File: config.mk
export PLATFORM = sky130hd
export DESIGN_NAME = multicycle_sequencer
export DESIGN_NICKNAME = d
export VERILOG_FILES = /design/src/rtl/cpu_pkg.sv /design/src/rtl/multicycle_sequencer_misalign_check.sv /design/src/rtl/multicycle_sequencer.sv
export SDC_FILE = /design/constraint.sdc
export NUM_CORES = 1
export LEC_CHECK = 0
export CAP_MARGIN = 20
export CORE_AREA = 2 2 129 118
export DETAILED_ROUTE_END_ITERATION = 8
export DIE_AREA = 0 0 131 120
export PLACE_DENSITY = 0.8
export RECOVER_POWER = 100
export SYNTH_ARGS = -nofsm -noshare
export SYNTH_HDL_FRONTEND = slang
export SYNTH_SLANG_ARGS = --single-unit
File: constraint.sdc
create_clock -name clk -period 4 [get_ports clk]
set_clock_uncertainty 0.05 [all_clocks]
set_input_delay 0.4 -clock clk [delete_from_list [all_inputs] [get_ports clk]]
set_output_delay 0.4 -clock clk [all_outputs]
set_load 0.02 [all_outputs]
File: src/rtl/cpu_pkg.sv
// Shared types and constants for the RV32I multi-cycle control sequencer.
package cpu_pkg;

  typedef enum logic [2:0] {
    ACT_ALU    = 3'd0,
    ACT_LOAD   = 3'd1,
    ACT_STORE  = 3'd2,
    ACT_BRANCH = 3'd3,
    ACT_JAL    = 3'd4,
    ACT_JALR   = 3'd5
  } action_t;

  typedef enum logic [2:0] {
    FETCH_REQ  = 3'd0,
    FETCH_WAIT = 3'd1,
    EXECUTE    = 3'd2,
    MEM_REQ    = 3'd3,
    MEM_WAIT   = 3'd4,
    WRITEBACK  = 3'd5,
    TRAP       = 3'd6
  } seq_state_t;

  localparam logic [2:0] MEM_FUNC3_WORD = 3'b010;

  localparam logic [1:0] TRAP_CAUSE_NONE   = 2'd0;
  localparam logic [1:0] TRAP_CAUSE_LOAD   = 2'd1;
  localparam logic [1:0] TRAP_CAUSE_STORE  = 2'd2;
  localparam logic [1:0] TRAP_CAUSE_TARGET = 2'd3;

endpackage

File: src/rtl/multicycle_sequencer_misalign_check.sv
// Combinational alignment checker: data accesses by size, control transfers by target.
module misalign_check
  import cpu_pkg::*;
(
  input  logic [1:0] addr_lsb,
  input  logic [2:0] func3,
  input  action_t    action,
  output logic       misaligned,
  output logic [1:0] cause
);

  always_comb begin
    misaligned = 1'b0;
    cause      = TRAP_CAUSE_NONE;
    case (action)
      ACT_LOAD, ACT_STORE: begin
        case (func3)
          3'b001, 3'b101: misaligned = addr_lsb[0];
          3'b010:         misaligned = |addr_lsb;
          default:        misaligned = 1'b0;
        endcase
        cause = (action == ACT_LOAD) ? TRAP_CAUSE_LOAD : TRAP_CAUSE_STORE;
      end
      ACT_BRANCH, ACT_JAL, ACT_JALR: begin
        misaligned = |addr_lsb;
        cause      = TRAP_CAUSE_TARGET;
      end
      default: begin
        misaligned = 1'b0;
        cause      = TRAP_CAUSE_NONE;
      end
    endcase
  end

endmodule

File: src/rtl/multicycle_sequencer.sv
// Multi-cycle fetch/execute/memory/writeback sequencer with a handshaked memory port.
// Optional misalignment trapping is enabled by defining MISALIGN_TRAP_EN.
module multicycle_sequencer
  import cpu_pkg::*;
#(
  parameter int unsigned     XLEN     = 32,
  parameter logic [XLEN-1:0] RESET_PC = '0,
  parameter logic [31:0]     NOP_INSN = 32'h0000_0013
) (
  input  logic            clk,
  input  logic            rst_n,
  input  action_t         action_type,
  input  logic [2:0]      func3,
  input  logic [XLEN-1:0] immediate,
  input  logic [XLEN-1:0] rs1_data,
  input  logic [XLEN-1:0] pc_next,
  output logic            mem_req,
  output logic            mem_we,
  output logic [XLEN-1:0] mem_addr,
  output logic [2:0]      mem_func3,
  input  logic            mem_ready,
  input  logic            mem_rvalid,
  input  logic [31:0]     mem_rdata,
  output logic [XLEN-1:0] pc,
  output logic [31:0]     instruction,
  output logic [31:0]     load_data,
  output logic            reg_wen,
  output logic            trap,
  output logic [1:0]      trap_cause
);

  seq_state_t      r_state;
  seq_state_t      w_state_next;
  logic [XLEN-1:0] r_pc;
  logic [31:0]     r_insn;
  logic [31:0]     r_load;
  logic [XLEN-1:0] w_eff_addr;
  logic            w_is_mem;
  logic            w_is_store;
  logic            w_writes_rd;
  logic            w_trap_go;
  logic            w_pc_load;

  assign w_eff_addr  = rs1_data + immediate;
  assign w_is_store  = (action_type == ACT_STORE);
  assign w_is_mem    = (action_type == ACT_LOAD) || w_is_store;
  assign w_writes_rd = (action_type == ACT_ALU) || (action_type == ACT_JAL) ||
                       (action_type == ACT_JALR);

`ifdef MISALIGN_TRAP_EN
  logic [1:0] w_chk_lsb;
  logic       w_chk_misaligned;
  logic [1:0] w_chk_cause;
  logic [1:0] r_trap_cause;

  // Data accesses are checked on the effective address, control transfers on the new PC.
  assign w_chk_lsb = w_is_mem ? w_eff_addr[1:0] : pc_next[1:0];

  misalign_check u_misalign_check (
    .addr_lsb   (w_chk_lsb),
    .func3      (func3),
    .action     (action_type),
    .misaligned (w_chk_misaligned),
    .cause      (w_chk_cause)
  );

  assign w_trap_go = (r_state == EXECUTE) && w_chk_misaligned;

  always_ff @(posedge clk or negedge rst_n) begin
    if (!rst_n) begin
      r_trap_cause <= TRAP_CAUSE_NONE;
    end else if (w_trap_go) begin
      r_trap_cause <= w_chk_cause;
    end
  end

  assign trap       = (r_state == TRAP);
  assign trap_cause = r_trap_cause;
`else
  assign w_trap_go  = 1'b0;
  assign trap       = 1'b0;
  assign trap_cause = TRAP_CAUSE_NONE;
`endif

  always_ff @(posedge clk or negedge rst_n) begin
    if (!rst_n) begin
      r_state <= FETCH_REQ;
    end else begin
      r_state <= w_state_next;
    end
  end

  always_comb begin
    w_state_next = r_state;
    case (r_state)
      FETCH_REQ:  if (mem_ready) w_state_next = FETCH_WAIT;
      FETCH_WAIT: if (mem_rvalid) w_state_next = EXECUTE;
      EXECUTE: begin
        if (w_trap_go)     w_state_next = TRAP;
        else if (w_is_mem) w_state_next = MEM_REQ;
        else               w_state_next = FETCH_REQ;
      end
      MEM_REQ:    if (mem_ready) w_state_next = w_is_store ? FETCH_REQ : MEM_WAIT;
      MEM_WAIT:   if (mem_rvalid) w_state_next = WRITEBACK;
      WRITEBACK:  w_state_next = FETCH_REQ;
`ifdef MISALIGN_TRAP_EN
      TRAP:       w_state_next = TRAP;
`endif
      default:    w_state_next = FETCH_REQ;
    endcase
  end

  always_comb begin
    mem_req   = 1'b0;
    mem_we    = 1'b0;
    mem_addr  = r_pc;
    mem_func3 = MEM_FUNC3_WORD;
    reg_wen   = 1'b0;
    case (r_state)
      FETCH_REQ: mem_req = 1'b1;
      EXECUTE:   reg_wen = w_writes_rd && !w_trap_go;
      MEM_REQ: begin
        mem_req   = 1'b1;
        mem_we    = w_is_store;
        mem_addr  = w_eff_addr;
        mem_func3 = func3;
      end
      WRITEBACK: reg_wen = 1'b1;
      default: begin
        mem_req = 1'b0;
        reg_wen = 1'b0;
      end
    endcase
  end

  // PC advances on the final cycle of each instruction, never on a trap.
  assign w_pc_load = ((r_state == EXECUTE) && !w_is_mem && !w_trap_go) ||
                     ((r_state == MEM_REQ) && mem_ready && w_is_store) ||
                     (r_state == WRITEBACK);

  always_ff @(posedge clk or negedge rst_n) begin
    if (!rst_n) begin
      r_pc   <= RESET_PC;
      r_insn <= NOP_INSN;
      r_load <= '0;
    end else begin
      if (w_pc_load) r_pc <= pc_next;
      if ((r_state == FETCH_WAIT) && mem_rvalid) r_insn <= mem_rdata;
      if ((r_state == MEM_WAIT) && mem_rvalid) r_load <= mem_rdata;
    end
  end

  assign pc          = r_pc;
  assign instruction = r_insn;
  assign load_data   = r_load;

endmodule
Figure 1. Placed cells, one color a class.
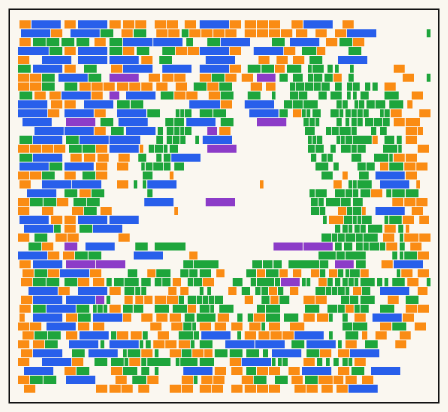
color	class	cells	share of their area
purple	clock drivers and dummy loads	16	3.4%
blue	registers	99	27%
orange	remaining buffers and delay cells	308	32%
green	remaining logic cells	422	37%
sequential cell area share: 26.6%
standard cell core area: 0.0145 mm2

Figure 2. Signal wires on met3.
The bar under the picture is 50 um long.
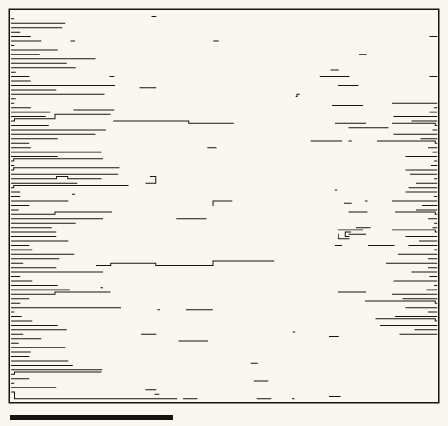
wire length on this layer	1,920 um
main direction	horizontal
nets with wire on the layer	174
met3 track utilization from global routing: 10.6%
total routed wirelength: 18.7 mm
number of vias in the routed layout: 5,477

Figure 3. Register map, names as in the netlist.
The bar under the picture is 50 um long. Other sequential cells in the stronger gray, the rest of the logic in the fainter gray.
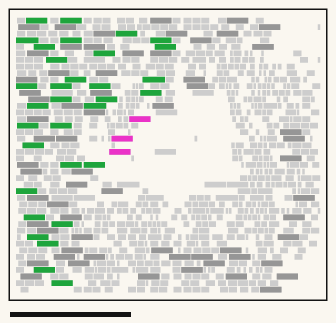
color	signal	sequential cells
green	`instruction`	32
magenta	`r_state`	3
not colored	64
fin util: 64.4%
footprint of the flip-flops and latches: 0.00248 mm2
seq pwr: 1.84 mW

Figure 4. Cell outlines without signal wires.
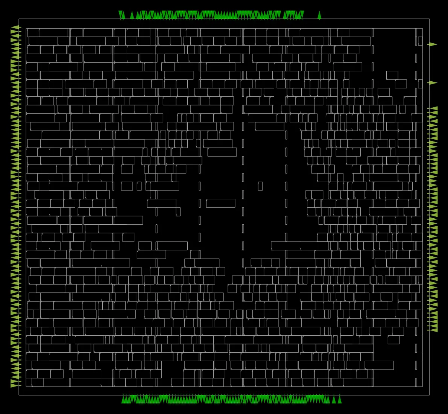
Placement Rows: 42
Layout Cells excl Fill: 1,043
sequential cell count: 99

Figure 5. Local utilization.
13 x 12 tiles, from white (low) to dark blue (high), 0 to 100% covered.
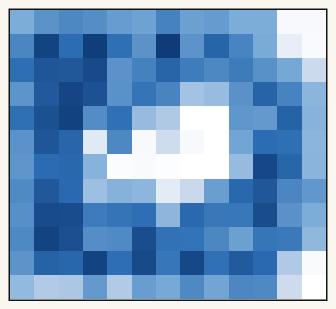
fullest tile	95%
emptiest ninth of the die	middle
mean over tiles	58%
nearly empty tiles	4.5%
densest ninth of the die	top left
tiles over 75% full	27%
fp util: 41.0%

==> per-layer routing <==
| layer | vias to the layer above | global-route usage [%] |
|---|---|---|
| met5 | - | 0 |
| met4 | 0 | 6.52 |
| met3 | 25 | 10.6 |
| met2 | 220 | 42.0 |
| met1 | 2640 | 25.9 |
| li1 | 2592 | - |
==> flip-flops by register name, indices dropped and copies added, names as in the netlist <==
register and count:
pc 32, instruction 32, r_state 3, load_data 32
==> cell usage after synthesis (2+ instances only) <==
| library cell | n | area, um2 |
|---|---|---|
| sky130_fd_sc_hd__nand3_1 | 17 | 85.1 |
| sky130_fd_sc_hd__nor3b_1 | 3 | 22.5 |
| sky130_fd_sc_hd__a221oi_2 | 2 | 30.0 |
| sky130_fd_sc_hd__and3_1 | 6 | 37.5 |
| sky130_fd_sc_hd__clkbuf_1 | 20 | 75.1 |
| sky130_fd_sc_hd__o31ai_1 | 2 | 15.0 |
| sky130_fd_sc_hd__mux2_2 | 96 | 1080 |
| sky130_fd_sc_hd__o211ai_1 | 5 | 37.5 |
| sky130_fd_sc_hd__nand3b_1 | 6 | 45.0 |
| sky130_fd_sc_hd__or3_1 | 2 | 12.5 |
| sky130_fd_sc_hd__dfrtp_1 | 96 | 2400 |
| sky130_fd_sc_hd__ha_1 | 31 | 388 |
| sky130_fd_sc_hd__a21oi_1 | 33 | 165 |
| sky130_fd_sc_hd__mux2i_1 | 3 | 30.0 |
| sky130_fd_sc_hd__o21ai_1 | 2 | 10.0 |
| sky130_fd_sc_hd__nand2b_1 | 5 | 31.3 |
| sky130_fd_sc_hd__buf_4 | 4 | 30.0 |
| sky130_fd_sc_hd__xor2_1 | 13 | 114 |
| sky130_fd_sc_hd__nor2b_1 | 4 | 25.0 |
| sky130_fd_sc_hd__a211oi_1 | 3 | 22.5 |
| sky130_fd_sc_hd__a31oi_1 | 3 | 18.8 |
| sky130_fd_sc_hd__o21ai_0 | 28 | 140 |
| sky130_fd_sc_hd__a31o_2 | 2 | 17.5 |
| sky130_fd_sc_hd__o21bai_1 | 2 | 15.0 |
| sky130_fd_sc_hd__and4_1 | 3 | 26.3 |
| sky130_fd_sc_hd__xnor2_1 | 10 | 87.6 |
| sky130_fd_sc_hd__a21o_2 | 2 | 17.5 |
| sky130_fd_sc_hd__nor3_1 | 10 | 50.1 |
| sky130_fd_sc_hd__and2_1 | 4 | 25.0 |
| sky130_fd_sc_hd__inv_1 | 5 | 18.8 |
| sky130_fd_sc_hd__o21ai_2 | 3 | 26.3 |
| sky130_fd_sc_hd__a211o_1 | 3 | 26.3 |
| sky130_fd_sc_hd__dfstp_2 | 3 | 78.8 |
| sky130_fd_sc_hd__nand2_1 | 44 | 165 |
| sky130_fd_sc_hd__nor2_1 | 20 | 75.1 |
| sky130_fd_sc_hd__o21a_1 | 3 | 22.5 |
| sky130_fd_sc_hd__a21o_1 | 19 | 143 |
==> repair_timing <==
item                                    in CTS  in global routing
resized                                     20                 19
pin swaps                                    1                  2
setup buffers                                1                  1
endpoints found under the setup margin      12                 14
==> results.txt <==
final slew viol count: 189
relative contribution of sequential cells to total power: 27.7%
average cell area after synthesis: 10.9 um2
Worst EP required: 3.55 ns
tap cell count: 198
Sink Count: 99
Critical Path End: mem_addr[28]
most instantiated flip-flop cell in the synthesis netlist: sky130_fd_sc_hd__dfrtp_1
Basic Gates by Area: 11.7%
status: finished with violations
cell breakdown of the critical path: clkdlybuf4s50_1 > ha_1 > fa_1 > a21o_2 > a221oi_4 > o21ai_4 > a311oi_4 > o31a_4 > o21ai_2 > a311o_1 > o211ai_1 > buf_4
Clk Latency, worst-skew pair: 0.35 ns
Sw Ratio: 42.5%
Die Ht: 120 um
most frequent logic cell in the layout: sky130_fd_sc_hd__clkdlybuf4s50_1
overall track demand over capacity in global routing: 23.9%
Clock Buffer Count: 9
Final setup violation count: 0
FFs w/ async S/R, synth: 100%
crit path max-delay cell type: sky130_fd_sc_hd__clkdlybuf4s50_1
Logic pwr share: 58.9%
area of all placed cells without fillers: 0.00931 mm2
startpoint types: primary input
Period minus WS final: 3.92 ns
depth of the worst register-to-register path: 4
combinational-cell power consumption: 3.91 mW
number of cells after detailed placement: 1,025
RR Endpoint: pc[16]$_DFFE_PN0P_
design internal power: 3.82 mW
MI comb cells: 417
Buffers, non-clock: 308
number of max-capacitance violations reported: 5
Inserted Diodes: 0
Vias per Instance: 5.25
violated checks: max-capacitance violations, max-slew violations
clock network fraction of design power: 13.4%
Leakage Power: 4.10 nW
net switching component of the power: 2.82 mW
share of cell area taken by muxes after synthesis: 18.7%
RSZ-0062 raised after global routing: false
Die X-Extent: 131 um
xor+xnor area frac: 3.40%
No activity file was given, so power comes from the tool's default toggle rates.
